File: src/rtl/iter_alu_pkg.sv
// Shared opcode values, FSM state type and opcode classification helpers for iter_alu.
package iter_alu_pkg;

    localparam logic [5:0] OP_SLL       = 6'h00;
    localparam logic [5:0] OP_SRL       = 6'h02;
    localparam logic [5:0] OP_SRA       = 6'h03;
    localparam logic [5:0] OP_MULT      = 6'h18;
    localparam logic [5:0] OP_MULTU     = 6'h19;
    localparam logic [5:0] OP_DIV       = 6'h1A;
    localparam logic [5:0] OP_DIVU      = 6'h1B;
    localparam logic [5:0] OP_ADD       = 6'h20;
    localparam logic [5:0] OP_ADDU      = 6'h21;
    localparam logic [5:0] OP_SUB       = 6'h22;
    localparam logic [5:0] OP_SUBU      = 6'h23;
    localparam logic [5:0] OP_AND       = 6'h24;
    localparam logic [5:0] OP_OR        = 6'h25;
    localparam logic [5:0] OP_XOR       = 6'h26;
    localparam logic [5:0] OP_NOR       = 6'h27;
    localparam logic [5:0] OP_SLT       = 6'h2A;
    localparam logic [5:0] OP_SLTU      = 6'h2B;
    localparam logic [5:0] OP_LOADSTORE = 6'h3F;

    typedef enum logic [1:0] {IDLE, LOAD, ITER, FIX} state_t;

    function automatic logic is_muldiv(input logic [5:0] op);
        return (op == OP_MULT) || (op == OP_MULTU) || (op == OP_DIV) || (op == OP_DIVU);
    endfunction

    function automatic logic is_signed(input logic [5:0] op);
        return (op == OP_MULT) || (op == OP_DIV);
    endfunction

endpackage

File: src/rtl/iter_muldiv.sv
// Iterative shift-add multiplier / restoring divider producing HI/LO.
// Magnitudes are processed unsigned; signs are restored on the final step.
module iter_muldiv
    import iter_alu_pkg::*;
#(
    parameter int WIDTH = 32
) (
    input  logic             clk,
    input  logic             rst,
    input  logic             start,
    input  logic [5:0]       op,
    input  logic [WIDTH-1:0] a,
    input  logic [WIDTH-1:0] b,
    output logic             ready,
    output logic             done,
    output logic [WIDTH-1:0] hi,
    output logic [WIDTH-1:0] lo
);

    localparam int CW = $clog2(WIDTH);

    state_t             state;
    logic [CW-1:0]      count;
    logic               is_div, sgn, neg_lo, neg_hi, div_zero;
    logic [WIDTH-1:0]   a_raw, b_raw, m, acc_hi, acc_lo;
    logic [WIDTH-1:0]   mag_a, mag_b, step_hi, step_lo, fix_hi, fix_lo;
    logic [WIDTH:0]     add_sum, shifted, trial;
    logic [2*WIDTH-1:0] prod, prod_fix;

    always_comb begin
        mag_a    = (sgn && a_raw[WIDTH-1]) ? -a_raw : a_raw;
        mag_b    = (sgn && b_raw[WIDTH-1]) ? -b_raw : b_raw;
        add_sum  = {1'b0, acc_hi} + (acc_lo[0] ? {1'b0, m} : '0);
        shifted  = {acc_hi, acc_lo[WIDTH-1]};
        trial    = shifted - {1'b0, m};
        if (is_div) begin
            if (trial[WIDTH]) begin
                step_hi = shifted[WIDTH-1:0];
                step_lo = {acc_lo[WIDTH-2:0], 1'b0};
            end else begin
                step_hi = trial[WIDTH-1:0];
                step_lo = {acc_lo[WIDTH-2:0], 1'b1};
            end
        end else begin
            step_hi = add_sum[WIDTH:1];
            step_lo = {add_sum[0], acc_lo[WIDTH-1:1]};
        end
        prod     = {step_hi, step_lo};
        prod_fix = neg_lo ? -prod : prod;
        if (!is_div) begin
            fix_hi = prod_fix[2*WIDTH-1:WIDTH];
            fix_lo = prod_fix[WIDTH-1:0];
        end else if (div_zero) begin
            fix_hi = a_raw;
            fix_lo = '1;
        end else begin
            fix_hi = neg_hi ? -step_hi : step_hi;
            fix_lo = neg_lo ? -step_lo : step_lo;
        end
    end

    // The last ITER step already carries the sign fix into hi/lo, so the FIX
    // cycle is the one where done is visible and ready is still low.
    always_ff @(posedge clk) begin
        if (rst) begin
            state    <= IDLE;
            ready    <= 1'b1;
            done     <= 1'b0;
            hi       <= '0;
            lo       <= '0;
            count    <= '0;
            is_div   <= 1'b0;
            sgn      <= 1'b0;
            neg_lo   <= 1'b0;
            neg_hi   <= 1'b0;
            div_zero <= 1'b0;
            a_raw    <= '0;
            b_raw    <= '0;
            m        <= '0;
            acc_hi   <= '0;
            acc_lo   <= '0;
        end else begin
            done <= 1'b0;
            case (state)
                IDLE: begin
                    if (start) begin
                        is_div <= op[1];
                        sgn    <= is_signed(op);
                        a_raw  <= a;
                        b_raw  <= b;
                        ready  <= 1'b0;
                        state  <= LOAD;
                    end
                end
                LOAD: begin
                    acc_hi   <= '0;
                    acc_lo   <= is_div ? mag_a : mag_b;
                    m        <= is_div ? mag_b : mag_a;
                    neg_lo   <= sgn && (a_raw[WIDTH-1] ^ b_raw[WIDTH-1]);
                    neg_hi   <= sgn && a_raw[WIDTH-1];
                    div_zero <= is_div && (b_raw == '0);
                    count    <= CW'(WIDTH - 1);
                    state    <= ITER;
                end
                ITER: begin
                    acc_hi <= step_hi;
                    acc_lo <= step_lo;
                    count  <= count - 1'b1;
                    if (count == '0) begin
                        hi    <= fix_hi;
                        lo    <= fix_lo;
                        done  <= 1'b1;
                        state <= FIX;
                    end
                end
                FIX: begin
                    ready <= 1'b1;
                    state <= IDLE;
                end
                default: state <= IDLE;
            endcase
        end
    end

endmodule

File: src/rtl/iter_alu.sv
// Execution ALU: single-cycle arithmetic/logic/shift ops plus iterative mul/div
// behind a start/ready/done handshake.
module iter_alu
    import iter_alu_pkg::*;
#(
    parameter int WIDTH   = 32,
    parameter int SHAMT_W = 5
) (
    input  logic             clk,
    input  logic             rst,
    input  logic             start,
    input  logic [5:0]       aluControl,
    input  logic [WIDTH-1:0] in1,
    input  logic [WIDTH-1:0] in2,
    output logic             ready,
    output logic             done,
    output logic [WIDTH-1:0] out,
    output logic [WIDTH-1:0] hi,
    output logic [WIDTH-1:0] lo,
    output logic             overflow,
    output logic             zero,
    output logic             illegal
);

    logic [SHAMT_W-1:0] shamt;
    logic [WIDTH-1:0]   sum, diff, res;
    logic               res_ovf, res_ill, md_start, md_done, sc_done;

    assign md_start = start && ready && is_muldiv(aluControl);
    assign done     = sc_done | md_done;

    always_comb begin
        shamt   = in2[SHAMT_W-1:0];
        sum     = in1 + in2;
        diff    = in1 - in2;
        res     = '0;
        res_ovf = 1'b0;
        res_ill = 1'b0;
        case (aluControl)
            OP_SLL:                 res = in1 << shamt;
            OP_SRL:                 res = in1 >> shamt;
            OP_SRA:                 res = WIDTH'($signed(in1) >>> shamt);
            OP_ADD: begin
                res     = sum;
                res_ovf = (in1[WIDTH-1] == in2[WIDTH-1]) && (sum[WIDTH-1] != in1[WIDTH-1]);
            end
            OP_ADDU, OP_LOADSTORE:  res = sum;
            OP_SUB: begin
                res     = diff;
                res_ovf = (in1[WIDTH-1] != in2[WIDTH-1]) && (diff[WIDTH-1] != in1[WIDTH-1]);
            end
            OP_SUBU:                res = diff;
            OP_AND:                 res = in1 & in2;
            OP_OR:                  res = in1 | in2;
            OP_XOR:                 res = in1 ^ in2;
            OP_NOR:                 res = ~(in1 | in2);
            OP_SLT:                 res = {{(WIDTH-1){1'b0}}, ($signed(in1) < $signed(in2))};
            OP_SLTU:                res = {{(WIDTH-1){1'b0}}, (in1 < in2)};
            OP_MULT, OP_MULTU, OP_DIV, OP_DIVU: res = '0;
            default:                res_ill = 1'b1;
        endcase
    end

    // out/overflow/zero only move on single-cycle ops; illegal is a one-cycle pulse.
    always_ff @(posedge clk) begin
        if (rst) begin
            out      <= '0;
            overflow <= 1'b0;
            zero     <= 1'b0;
            illegal  <= 1'b0;
            sc_done  <= 1'b0;
        end else begin
            sc_done <= 1'b0;
            illegal <= 1'b0;
            if (start && ready && !is_muldiv(aluControl)) begin
                out      <= res;
                overflow <= res_ovf;
                zero     <= (res == '0);
                illegal  <= res_ill;
                sc_done  <= 1'b1;
            end
        end
    end

    iter_muldiv #(.WIDTH(WIDTH)) u_muldiv (
        .clk   (clk),
        .rst   (rst),
        .start (md_start),
        .op    (aluControl),
        .a     (in1),
        .b     (in2),
        .ready (ready),
        .done  (md_done),
        .hi    (hi),
        .lo    (lo)
    );

endmodule

File: config.mk
export PLATFORM = sky130hd
export DESIGN_NAME = iter_alu
export DESIGN_NICKNAME = d
export VERILOG_FILES = /design/src/rtl/iter_alu_pkg.sv /design/src/rtl/iter_muldiv.sv /design/src/rtl/iter_alu.sv
export SDC_FILE = /design/constraint.sdc
export NUM_CORES = 2
export LEC_CHECK = 0
export CORE_MARGIN = 1.5
export CORE_UTILIZATION = 45
export DETAILED_ROUTE_END_ITERATION = 7
export GPL_ROUTABILITY_DRIVEN = 0
export PLACE_DENSITY = 0.65
export SLEW_MARGIN = 5
export SYNTH_ARGS = -nofsm -noshare
export SYNTH_HDL_FRONTEND = slang
export SYNTH_SLANG_ARGS = --single-unit
File: constraint.sdc
create_clock -name clk -period 6.75 [get_ports clk]
set_input_delay 1.6875 -clock clk [delete_from_list [all_inputs] [get_ports clk]]
set_output_delay 1.6875 -clock clk [all_outputs]
set_load 0.05 [all_outputs]
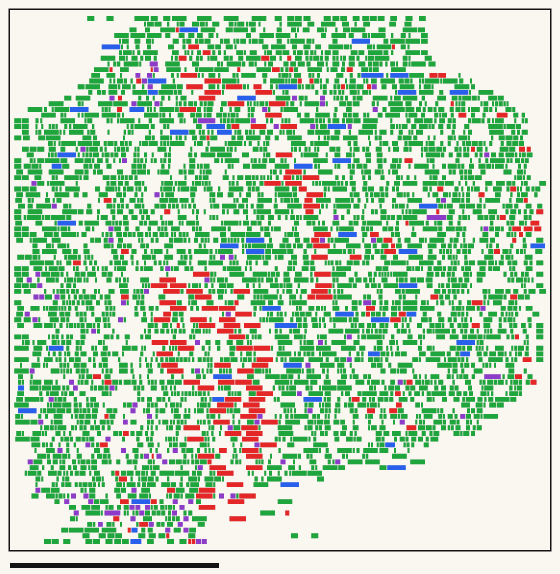
drive_strength.png
The bar under the picture is 100 um long.
| color | size | cells | share |
|---|---|---|---|
| blue | drive 6 and up | 51 | 1.3% |
| purple | drive 3 to 4 | 118 | 2.9% |
| red | drive 2 | 200 | 4.9% |
| green | drive 1 or less | 3,689 | 91% |
non-clock buffer count: 283
design area: 33,010 um^2
P&R area growth vs syn: 12.47%
Setup WS post-layout: 842.7 ps

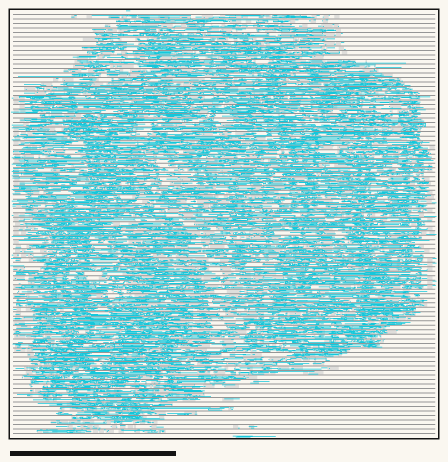
met1.png
The bar under the picture is 100 um long. Supply wires on this layer in gray.
wire length on this layer: 47.1 mm
longest straight run: 69.7 um
main direction: horizontal
share of all routed wire: 39%
nets with wire on the layer: 3,990
DRT Wirelength: 120.0 mm
total number of vias: 31,900
met1 GRT Util: 0.4535

==> flow_summary.toml <==
# synthesis and place-and-route metrics
[outcome]
status = "finished clean"

[global_route]
grt_usage = 0.3473
grt_pass1_wl_mm = 180.3

[detailed_routing]
ant_nets = 0
drc_errors = 0
first_iter_violations = 3962

[clock_network]
postCtsHoldBufs = 0
clk_pin_slew_ps = 60
cts_tree = "built"
cts_htree_levels = 2
cts.sinks = 274
cts_inserted_buffers = 35
cts.repair.resized = 0

[hold_path]
whs_endpoint = "u_muldiv.hi[6]$_SDFFE_PP0P_"
hold_path_depth = 2
hp-start = "u_muldiv.hi[6]$_SDFFE_PP0P_"

[worst_setup_path]
r2r-end = "u_muldiv.hi[30]$_SDFFE_PP0P_"
crit_start = "in2[8]"
timing.rr.start = "u_muldiv.acc_lo[31]$_SDFFE_PP0P_"
rr_worst_depth = 22
crit_arrival_ps = 6410
endpoint = "zero$_SDFFE_PP0P_"

[floorplan]
ios = 174
die.size.y_um = 258.4
fp.dieW_um = 258.4
core.rowCount = 93
floorplan.core_util = 0.4553

[final_timing]
setup_viol = 0
tns_ps = 0
drv_slew = 0
period_used_share = 0.8752
max_slew_margin = 0.1951
holdWs_ps = 459.5
max_freq_mhz = 169.3

[final_layout]
final_cell_mix = "nor2_1 (526), nand2_1 (405), a21oi_1 (341)"
drive_gt1_frac = 0.09093
lay_top_count = "nor2_1"

[place]
dpl.hpwl_mm = 90.65

[yosys]
synth_area_per_cell_um2 = 7.326
synth_cells = 4006
yosysChipArea_um2 = 29350

[flow_run]
maxCapViolations = 0

[power_and_ir_drop]
irDropWorstVdd_v = 0.0002627
p_per_area_nw_per_um2 = 225.3
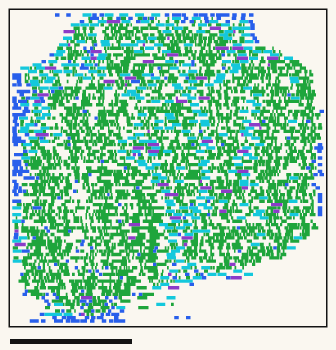
cell_classes.png
The bar under the picture is 100 um long.
| color | class | cells |
|---|---|---|
| purple | clock drivers and dummy loads | 62 |
| blue | other buffers and delay cells | 283 |
| cyan | flip-flops | 274 |
| green | all other logic | 3,439 |

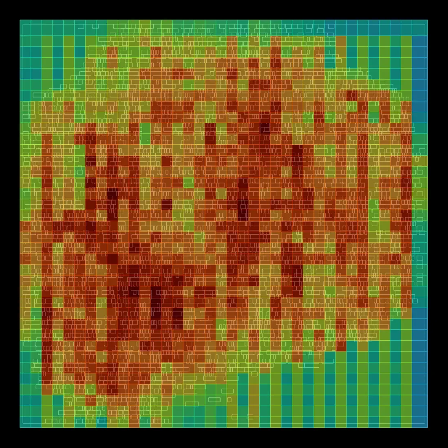
final_congestion.png
grt peak-use layer: met2
GRT met3 Usage: 0.06406
Util after Layout: 0.5120
met2 Usage GRT: 0.5454
DR WL/cell: 24.42 um

-- cell usage after synthesis, types with 20 or more instances --
cell,n,area share
a211oi_1,115,0.029
o21ai_0,231,0.039
a21oi_1,341,0.058
buf_2,33,0.0056
nand3_1,68,0.012
nor2b_1,26,0.0055
o211ai_1,42,0.011
dfxtp_1,274,0.19
nor2_1,528,0.068
xnor2_1,106,0.032
clkbuf_1,215,0.027
inv_1,172,0.022
mux4_2,94,0.072
mux2_2,26,0.010
ha_1,180,0.077
o221ai_1,30,0.0090
or3_1,44,0.0094
nand2_1,406,0.052
o31ai_1,40,0.010
nand4_1,27,0.0058
a22oi_1,36,0.0092
a21o_1,32,0.0082
xor2_1,66,0.020
and2_1,47,0.010
o21ai_1,20,0.0034
nor3_1,137,0.023
and3_1,22,0.0047
a31oi_1,46,0.0098
o21a_1,31,0.0079
buf_1,39,0.0050
nand2b_1,45,0.0096
mux2i_1,109,0.037
nor4_1,35,0.0075
-- state kept, by name, indices dropped and copies added (netlist names) --
name               cells
out                   32
u_muldiv.hi           32
u_muldiv.div_zero      1
u_muldiv.b_raw        32
u_muldiv.m            32
overflow               1
u_muldiv.acc_lo       32
u_muldiv.neg_lo        1
sc_done                1
u_muldiv.sgn           1
u_muldiv.a_raw        32
u_muldiv.lo           32
u_muldiv.done          1
u_muldiv.acc_hi       32
u_muldiv.neg_hi        1
illegal                1
u_muldiv.state         2
u_muldiv.ready         1
zero                   1
u_muldiv.is_div        1
u_muldiv.count         5
-- kinds of logic after synthesis --
family,synth area share
fa+ha+maj,0.07946
xor+xnor,0.05133
simple gates,0.2352
compound gates,0.2632
flops,0.1869
mux,0.1209
buf+inv,0.06305
-- worst max-delay path, stage by stage --
cell and delay (ps):
clkdlybuf4s50_1 610, inv_1 100, ha_1 450, nor4_1 430
nand2_1 110, o31a_1 290, nand4b_1 170, a311oi_1 200
or4_1 510, a311oi_1 590, nor4_1 90, nor4_1 350
nor3_1 80, a311oi_1 340, and3_1 230, a32o_1 170
-- routing by layer --
metal  track usage  vias up  wire length (um)
met5             0        -                34
met4        0.1810        6              7207
met3       0.06406      380             12850
met2        0.5454     1925             52780
met1        0.4535    14930             47090
li1              -    14660                 -
-- layout make-up --
class                      count  area (um^2)
fill                        6464        31460
multi-input combinational   3261        22060
sequential                   274         5490
timing repair buffer         283         2582
tap                          855         1070
clock buffer                  45        963.4
inverter                     178        670.6
clock inverter                17        172.7
-- metrics by stage --
step | power [uW] | util | std cells | worst slack (ps) | instance area (um^2)
finish | 7438 | 0.5120 | 4913 | 842.7 | 33010
global route | 7773 | 0.5120 | 4913 | 632.7 | 33010
CTS | 7350 | 0.5120 | 4912 | 958.2 | 33000
detailed placement | 5438 | 0.4943 | 4850 | 415.0 | 31870
global placement | 5415 | 0.4943 | 4850 | 463.8 | 31870
floorplan | 4353 | - | 4006 | 253.2 | 29350
-- where the power goes --
| part | switching [uW] | total [uW] | internal [uW] |
|---|---|---|---|
| logic | 2210 | 3450 | 1230 |
| clock network | 812 | 1910 | 1090 |
| registers | 292 | 2090 | 1790 |
No activity file was given, so power comes from the tool's default toggle rates.
